[config.mk]
export PLATFORM = sky130hd
export DESIGN_NAME = mskaes_rcon_inv
export DESIGN_NICKNAME = d
export VERILOG_FILES = /design/src/rtl/mskaes_rcon_inv.sv
export SDC_FILE = /design/constraint.sdc
export NUM_CORES = 1
export LEC_CHECK = 0
export CORE_UTILIZATION = 41
export CTS_CLUSTER_DIAMETER = 200
export DETAILED_ROUTE_END_ITERATION = 12
export PLACE_DENSITY_LB_ADDON = 0.25
export SLEW_MARGIN = 5
export SYNTH_ARGS = -nofsm -noshare
export SYNTH_HDL_FRONTEND = slang
export SYNTH_SLANG_ARGS = --single-unit
[constraint.sdc]
create_clock -name clk -period 1.5 [get_ports clk]
set_input_delay 0.375 -clock clk [delete_from_list [all_inputs] [get_ports clk]]
set_output_delay 0.375 -clock clk [all_outputs]
set_load 0.02 [all_outputs]
[src/rtl/mskaes_rcon_inv.sv]
// Bidirectional AES round-constant sequencer for the masked key schedule.
// Steps rcon forward (xtime) for key expansion or backward (multiply by x^-1)
// for on-the-fly decryption key unrolling.
// The constant is presented as the trivial sharing (v, 0, ..., 0).
module mskaes_rcon_inv #(
  parameter int unsigned D = 2
) (
  input  logic               clk,
  input  logic               rst_n,
  input  logic               start_i,
  input  logic               inverse_i,
  input  logic               step_i,
  input  logic               mask_rcon_i,
  output logic [8*D-1:0]     sh_rcon_o,
  output logic [3:0]         round_o,
  output logic               last_round_o,
  output logic               busy_o
);

  localparam int unsigned RconW  = 8;
  localparam int unsigned RoundW = 4;
  localparam int unsigned ShW    = RconW * D;

  localparam logic [RconW-1:0]  RconFirstFwd = 8'h01;
  localparam logic [RconW-1:0]  RconFirstInv = 8'h36;
  localparam logic [RconW-1:0]  AesPoly      = 8'h1b;
  localparam logic [RoundW-1:0] LastRound    = 4'd9;

  typedef enum logic {
    IDLE = 1'b0,
    RUN  = 1'b1
  } state_e;

  state_e               state_q, state_d;
  logic [RconW-1:0]     rcon_q, rcon_d;
  logic [RoundW-1:0]    round_q, round_d;
  logic                 dir_q, dir_d;

  logic [RconW-1:0]     rcon_fwd;
  logic [RconW-1:0]     rcon_inv;
  logic [RconW-1:0]     rcon_next;
  logic [RconW-1:0]     out_val;
  logic                 at_last;

  // Multiply by x in GF(2^8) modulo the AES polynomial.
  always_comb begin
    rcon_fwd = {rcon_q[RconW-2:0], 1'b0};
    if (rcon_q[RconW-1]) begin
      rcon_fwd = rcon_fwd ^ AesPoly;
    end
  end

  // Multiply by x^-1: fold the polynomial back in when bit 0 is set.
  always_comb begin
    rcon_inv = {1'b0, rcon_q[RconW-1:1]};
    if (rcon_q[0]) begin
      rcon_inv = {1'b1, (rcon_q[RconW-1:1] ^ AesPoly[RconW-1:1])};
    end
  end

  assign rcon_next = dir_q ? rcon_inv : rcon_fwd;
  assign at_last   = (round_q == LastRound);

  // Control FSM next-state: start always wins, step advances only while running.
  always_comb begin
    state_d = state_q;
    rcon_d  = rcon_q;
    round_d = round_q;
    dir_d   = dir_q;

    if (start_i) begin
      state_d = RUN;
      rcon_d  = inverse_i ? RconFirstInv : RconFirstFwd;
      round_d = '0;
      dir_d   = inverse_i;
    end else begin
      unique case (state_q)
        IDLE: begin
          // Steps are ignored while idle.
        end
        RUN: begin
          if (step_i) begin
            if (at_last) begin
              state_d = IDLE;
            end else begin
              rcon_d  = rcon_next;
              round_d = round_q + RoundW'(1);
            end
          end
        end
        default: begin
          state_d = IDLE;
        end
      endcase
    end
  end

  // State register with asynchronous abort.
  always_ff @(posedge clk or negedge rst_n) begin
    if (!rst_n) begin
      state_q <= IDLE;
      rcon_q  <= RconFirstFwd;
      round_q <= '0;
      dir_q   <= 1'b0;
    end else begin
      state_q <= state_d;
      rcon_q  <= rcon_d;
      round_q <= round_d;
      dir_q   <= dir_d;
    end
  end

  assign busy_o       = (state_q == RUN);
  assign last_round_o = busy_o & at_last;
  assign round_o      = round_q;
  assign out_val      = (busy_o & mask_rcon_i) ? rcon_q : '0;

  // Share 0 carries the value, interleaved as bit i of share j at D*i+j.
  always_comb begin
    sh_rcon_o = '0;
    for (int unsigned i = 0; i < RconW; i++) begin
      sh_rcon_o[D*i] = out_val[i];
    end
  end

  logic unused_shw;
  assign unused_shw = ^ShW;

endmodule

Run 1, cell placement:
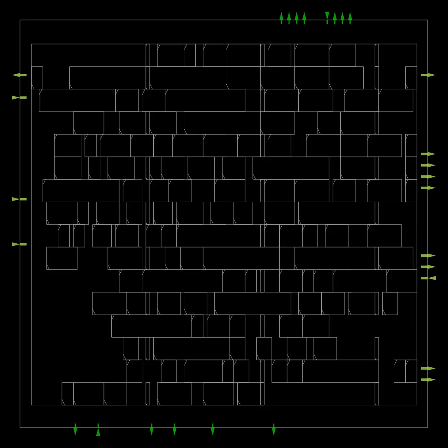
Fillers: 172
Core Region: 2020 um^2

Run 1, the metal 2 layer:
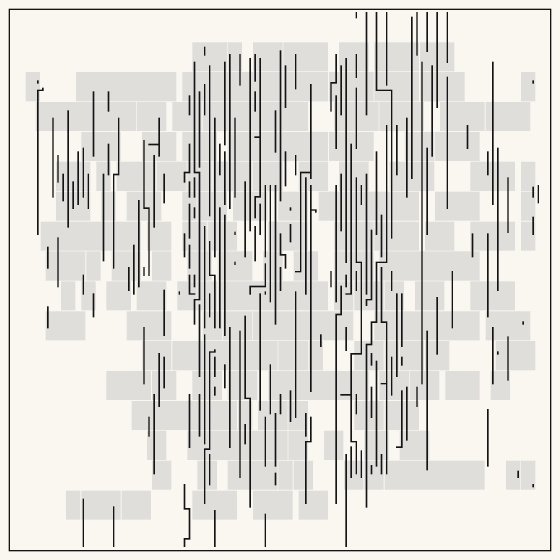
The layer holds 51% of the routed length. The longest straight run is 29.2 um. The layer carries 1160 um of wire. 128 nets have wire on it. The wires run mostly vertical.
met2 global-route usage: 0.342
vias: 867
Detailed Route WL: 2.28 mm

Run 1, cell classes on the final placement:
Fill, decap, tap and diode cells in gray.
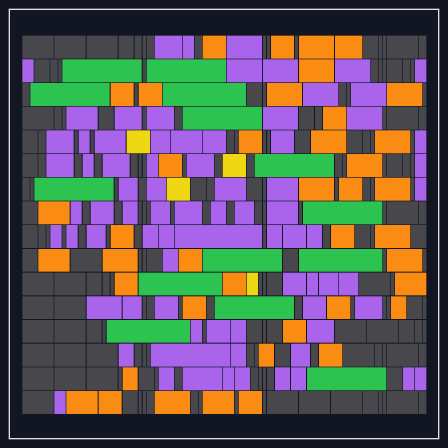
Green shows flops, cells 14, share of their area 27%. Yellow shows clock drivers and dummy loads, cells 4, share of their area 2.0%. Purple shows all other logic, cells 78, share of their area 44%. Orange shows other buffers and delay cells, cells 41, share of their area 28%.
Final Core Density: 0.669
fraction of area in registers: 0.263

Run 1, I/O nets highlighted:
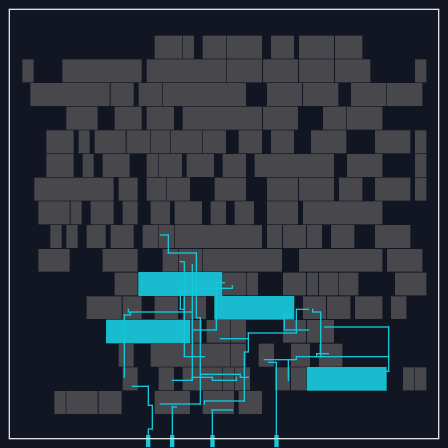
Cyan shows round_o, bits 4, direction output, edge bottom, end cells 4, buffers 9, wire 199 um.

==> impl_metrics.csv, run 1 <==
group,metric,value,unit
layout,final_common_cell,"buf_4",
sta,finalSetupViolations,8,
clock_network,cts_buffers,3,
global_route,grt_pass1_vias,827,
global_route,gr-usage-all-layers,0.203,
floorplan,rows,16,
drt,antenna_left,0,
setup_path,worst_ep_required_time,1120,ps
clock_network,tritoncts,"yes",
power,cellLeakagePower,0.000629,uW
setup_path,criticalPathCategory,"register to output port",
floorplan,fp-utilization,0.450,
setup_path,worst_setup_path_end_kind,"output port",
sta,period_used_share,1.12,
global_route,grt-ovfl-total,0,
floorplan,io_pins,28,
layout,final_cell_mix,"19 x buf_4, 13 x buf_6, 10 x dfrtp_1",
drt,viasPerCell,5.29,
layout,drive_above_1_share,0.416,
status,violations,"setup timing",
flow_run,maxCapViolCount,0,
placed_design,placed_area,1210,um^2
global_route,grt_use_met3,0.0280,
clock_network,ctsLongestPathBuffers,2,
power,swShare,0.330,
synth,edf_count,0,
synth,synth_area,911,um^2
sta,hold_viol,0,
drt,drc_errors,0,
synth,yosysSeqAreaShare,0.386,
setup_path,worstPathMaxFanout,2,
layout,final_nets,146,
power,cellPowerDensity,769,nW/um^2
floorplan,die_y,49.1,um
synth,synthArstFlopShare,1.00,
sta,fin_ws,-182,ps
global_route,antenna_found_initial,0,
setup_path,arrival,1310,ps
synth,ys_types,33,
power,peakVddDrop,0.581,mV
synth,syn_avg_cell_area,9.11,um^2
clock_network,ctsHtreeMaxLevel,1,
sta,skew,12.3,ps
clock_network,cts_hold_buf,0,
sta,min_period,1680,ps
global_route,grt_pass1_wl,3.81,mm
synth,ys_warn_count,0,
layout,syn_to_final_growth,48.5,%
global_route,met1_usage,0.273,
clock_network,clockRootBuffer,"clkbuf_4",
power,power.internal,697,uW
drt,wl_per_cell,13.9,um
sta,slew_viol_final,0,
power,seq_power_share,0.424,
drt,dr.pass1.iters,4,
global_route,grt.busiest_layer,"met2",
synth,numSynthFlops,14,
clock_network,clk_pin_slew_worst_paths,100,ps
synth,yosys_cells,100,
synth,yosys_area,911,um^2
placed_design,dp_hpwl,1.49,mm
placed_design,dp.cells,157,
power,pwr-share-clk,0.226,
floorplan,chipArea,2410,um^2
floorplan,chipWidth,49.1,um
layout,antenna-diode-count,0,
synth,ys.flop_type,"dfrtp_1",
placed_design,gp_congestion,0.860,
status,outcome,"finished, violations left",
layout,final_area,1350,um^2
clock_network,clk_latency,290,ps
flow_run,tool_warnings,30,
power,p_switching,343,uW
placed_design,io_buffers,19,
sta,fmax,0.595,GHz
worst_hold_path,worstHoldPathType,"input pin to async pin",
sta,whs,380,ps
synth,synthCells,100,
power,combPwrFrac,0.350,
global_route,grt_max_degree,15,
setup_path,start_kind,"register",
layout,instances_no_fill,164,
sta,rsz0062_at_grt,"yes",
## run 1: stage by stage
stage	TNS [ps]	power, uW	setup WS, ps
floorplan	-88.6	637	-68.8
global placement	-6260	759	-566
detailed placement	-6630	766	-604
CTS	-294	1010	-186
global route	-828	1090	-232
finish	-366	1040	-182
## run 1: per-layer routing
layer  vias to the layer above  share of wire
met5                         -              0
met4                         0         0.0044
met3                         2          0.040
met2                        24           0.51
met1                       419           0.45
li1                        422              -
## run 1: timing repair
item | CTS | global route
hold endpoints to repair | 0 | 0
pin swaps | 2 | 1
resized | 80 | 15
setup buffers | 2 | 1
endpoints found under the setup margin | 16 | 25
## run 1: area by class of cell
cell class	instances	area (um^2)	area share
Inverter	3	11.3	0.00833
Timing Repair Buffer	41	363	0.268
Clock buffer	4	26.3	0.0194
Multi-Input combinational cell	75	563	0.416
Tap cell	27	33.8	0.0250
Sequential cell	14	355	0.263
## run 1: logic make-up (layout without fill, tap and decap cells)
family                     after synthesis  in the layout  share of synthesized area
adders and majority gates                2              2                     0.0275
buffers and inverters                   18             48                      0.117
muxes                                    6              6                     0.0659
other                                    1              8                    0.00412
AOI/OAI and AO/OA                       23             23                      0.162
xor gates and xnor gates                 5              5                     0.0481
DFF                                     14             14                      0.386
and+or+nand+nor                         31             31                      0.190
## run 1: worst max-delay path, cell delays in order (launching register included)
cell and delay (ps):
dfrtp_2 420, inv_2 70, ha_4 130, and3b_1 160
and2_4 140, buf_6 100
## run 1: final timing paths
check	cells past startpoint	slack [ps]	endpoint	start
min in group clk	2	590	round_o[1]	round_o[0]
hold / removal	2	380	round_o[0]	rst_n
hold reg to reg	2	590	round_o[1]	round_o[0]
setup / recovery	5	-180	last_round_o	round_o[1]
setup reg to reg	5	-90	round_o[2]	round_o[0]
max in group asynchronous	2	860	rcon_q[0]	rst_n
## run 1: synthesized netlist by cell type, drive strengths merged, types with 3 or more instances
master / count / area, um^2
clkbuf: 5 / 18.8
nand2: 8 / 30.0
buf: 10 / 76.3
mux2i: 6 / 60.1
dfrtp: 13 / 325
a21oi: 7 / 35.0
o21ai: 4 / 20.0
xor2: 5 / 43.8
and3: 8 / 50.1
a211oi: 3 / 22.5
inv: 3 / 11.3
o221ai: 3 / 26.3
nand3: 3 / 15.0
## run 1: power by group through the flow
stage / clock, uW / combinational (uW) / sequential, uW
2_1_floorplan: 0 / 188 / 449
3_3_place_gp: 0 / 315 / 444
3_5_place_dp: 0 / 322 / 444
4_1_cts: 231 / 342 / 440
5_1_grt: 248 / 394 / 447
6_report: 235 / 364 / 441
## run 1: sequential cells by signal, summed over array words and instances, names as in the netlist
| register | flops |
|---|---|
| rcon_q | 8 |
| round_o | 4 |
| busy_o | 1 |
| dir_q | 1 |
## Run 2: what changed since run 1
MAX_ROUTING_LAYER = met4   (was not set)
Run 2, cell classes on the final placement:
Fill, decap, tap and diode cells in gray.
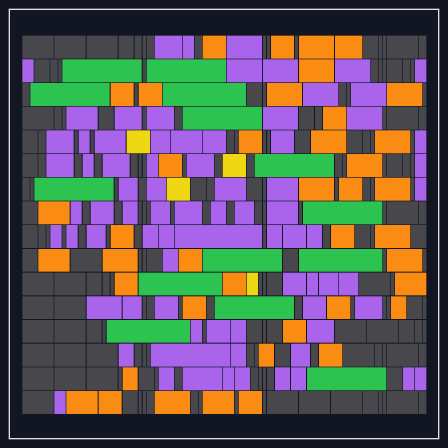
Yellow shows clock drivers and dummy loads, cells 4, share of their area 2.0%. Green shows flops, cells 14, share of their area 27%. Orange shows other buffers and delay cells, cells 41, share of their area 28%. Purple shows all other logic, cells 78, share of their area 44%.
cell area after layout: 1350 um^2
Rows: 16

Run 2, I/O nets highlighted:
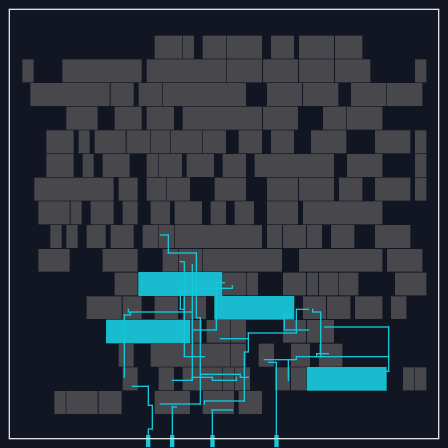
Cyan shows round_o, bits 4, direction output, edge bottom, end cells 4, buffers 9, wire 199 um.
Ports: 28
I/O Buffers: 19

Run 2, cell placement:
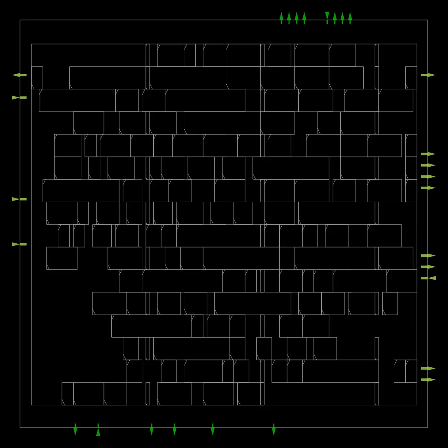
Cell Count, Final, Fillers Out: 164
sequential cell count: 14
Tapcell Cnt: 27

==> run 2 against run 1 <==
Effect of this change: clock-buffer cell count unchanged; setup slack improved by 3.8 ps; the run still ends with setup timing left; cell count unchanged; largest cell class unchanged; non-clock buffer count is the same; critical path depth unchanged.
==> impl_metrics.csv, run 2 <==
group,metric,value,unit
global_route,gr-usage-all-layers,0.208,
clock_network,ctsHtreeMaxLevel,1,
layout,drive_above_1_share,0.416,
sta,period_used_share,1.12,
layout,final_cell_mix,"19 x buf_4, 13 x buf_6, 10 x dfrtp_1",
synth,yosys_area,911,um^2
layout,nFillCells,172,
status,violations,"setup timing",
global_route,grt-ovfl-total,0,
setup_path,criticalPathCategory,"register to output port",
setup_path,worst_setup_path_end_kind,"output port",
synth,ys_types,33,
sta,whs,382,ps
drt,vias,863,
setup_path,crit_path_max_incr_delay,420,ps
floorplan,core,2020,um^2
power,cellLeakagePower,0.000629,uW
drt,wl_per_cell,13.9,um
clock_network,clk_latency,280,ps
layout,final_nets,146,
setup_path,cp_top_family,"flip-flops",
global_route,antenna_found_initial,0,
global_route,grt_pass1_vias,824,
placed_design,dp_hpwl,1.49,mm
floorplan,chipArea,2410,um^2
global_route,grt_pass1_wl,3.82,mm
synth,synthCells,100,
power,cellPowerDensity,764,nW/um^2
clock_network,tritoncts,"yes",
synth,yosys_cells,100,
synth,synth.most_common_cell,"dfrtp_1",
worst_hold_path,worstHoldPathType,"input pin to async pin",
synth,synth_top_area_share,0.357,
setup_path,path_buffers,2,
layout,antenna-diode-count,0,
setup_path,path_cells,"inv_2 > ha_4 > and3b_1 > and2_4 > buf_6",
clock_network,ctsLongestPathBuffers,2,
drt,viasPerCell,5.26,
power,p_switching,336,uW
synth,ys_warn_count,0,
sta,tns,-343,ps
synth,synthArstFlopShare,1.00,
floorplan,die_y,49.1,um
sta,slew_viol_final,0,
global_route,grt_max_degree,15,
setup_path,worst_ep_required_time,1120,ps
synth,numSynthFlops,14,
setup_path,arrival,1300,ps
power,power.internal,697,uW
synth,syn_avg_cell_area,9.11,um^2
clock_network,cts_sinks,14,
synth,yosys.area.top_type,"dfrtp_1",
sta,min_period,1680,ps
drt,drt_wl_total,2.28,mm
drt,antenna_left,0,
layout,largest_reg_flops,8,
synth,edf_count,0,
setup_path,slowest_stage,"dfrtp_2",
clock_network,cts_hold_buf,0,
sta,hold_viol,0,
power,swShare,0.325,
power,peakVddDrop,0.564,mV
power,p_total,1030,uW
sta,rsz0062_at_grt,"yes",
setup_path,start_kind,"register",
layout,final_common_cell,"buf_4",
sta,skew,14.6,ps
sta,relSlewSlack,0.665,
synth,netlist_top_cells_count,"13 x dfrtp_1, 8 x and3_1, 8 x buf_4, 8 x nand2_1, 7 x a21oi_1",
clock_network,clk_pin_slew_worst_paths,90,ps
synth,yosysSeqAreaShare,0.386,
synth,ys.flop_type,"dfrtp_1",
drt,drc_errors,0,
floorplan,chipWidth,49.1,um
power,combPwrFrac,0.352,
sta,finalSetupViolations,8,
sta,worst_pin_slew,502,ps
synth,synth.area.top_cells,"dfrtp_1 36%, mux2i_1 6.6%, buf_4 6.6%, and3_1 5.5%, xor2_1 4.8%",
power,pwr-share-clk,0.221,
synth,synth_area,911,um^2
flow_run,tool_warnings,30,
placed_design,gp_congestion,0.874,
layout,top_register,"rcon_q",
clock_network,clockRootBuffer,"clkbuf_4",
drt,dr.pass1.iters,4,
setup_path,worstPathMaxFanout,2,
flow_run,maxCapViolCount,0,
floorplan,fp-utilization,0.450,
sta,fin_ws,-178,ps
layout,syn_to_final_growth,48.5,%
sta,fmax,0.596,GHz
placed_design,placed_area,1210,um^2
drt,first_iter_violations,21,
power,seq_power_share,0.427,
clock_network,cts_buffers,3,
status,outcome,"finished, violations left",
==> run 2: layout make-up <==
class                           count  area [um^2]  area share
Multi-Input combinational cell     75          563       0.416
Timing Repair Buffer               41          363       0.268
Sequential cell                    14          355       0.263
Tap cell                           27         33.8      0.0250
Clock buffer                        4         26.3      0.0194
Inverter                            3         11.3     0.00833
==> run 2: power groups by stage <==
stage	clock [uW]	sequential, uW	combinational (uW)
CTS	231	440	342
global placement	0	444	315
finish	228	442	363
detailed placement	0	444	322
global route	248	447	394
floorplan	0	449	188
==> run 2: logic make-up (layout without fill, tap and decap cells) <==
logic type / Yosys count / in the layout / share of synthesized area
simple gates: 31 / 31 / 0.190
compound gates: 23 / 23 / 0.162
buf+inv: 18 / 48 / 0.117
flops: 14 / 14 / 0.386
mux: 6 / 6 / 0.0659
xor+xnor: 5 / 5 / 0.0481
fa+ha+maj: 2 / 2 / 0.0275
other cells: 1 / 8 / 0.00412
==> run 2: per-layer routing <==
layer,GRT usage,wire (um),share of wire
met5,-,0,0
met3,0.0280,96,0.042
met1,0.273,1020,0.45
met2,0.342,1150,0.51
met4,0.0441,11,0.0048
==> run 2: what timing repair did <==
action / CTS / global route
pin swaps: 2 / 1
buffers inserted: 2 / 1
setup endpoints to repair: 16 / 25
gates resized: 80 / 15
hold endpoints to repair: 0 / 0
==> run 2: worst paths after layout <==
path | from | end | slack, ps | depth (start not counted)
worst min-delay path | rst_n | round_o[0] | 380 | 2
worst min register to register | round_o[0] | round_o[1] | 590 | 2
worst max register to register | round_o[0] | round_o[2] | -90 | 5
max in group asynchronous | rst_n | rcon_q[0] | 860 | 2
worst max-delay path | round_o[1] | last_round_o | -180 | 5
min in group clk | round_o[0] | round_o[1] | 590 | 2
==> run 2: metrics by stage <==
| stage | util | cells | setup WS, ps |
|---|---|---|---|
| 6_report | 0.669 | 164 | -178 |
| 3_5_place_dp | 0.601 | 157 | -604 |
| 5_1_grt | 0.669 | 164 | -232 |
| 3_3_place_gp | 0.601 | 157 | -566 |
| 4_1_cts | 0.654 | 163 | -186 |
| 2_1_floorplan | - | 107 | -68.8 |
Power is estimated from default activity; no workload was simulated.
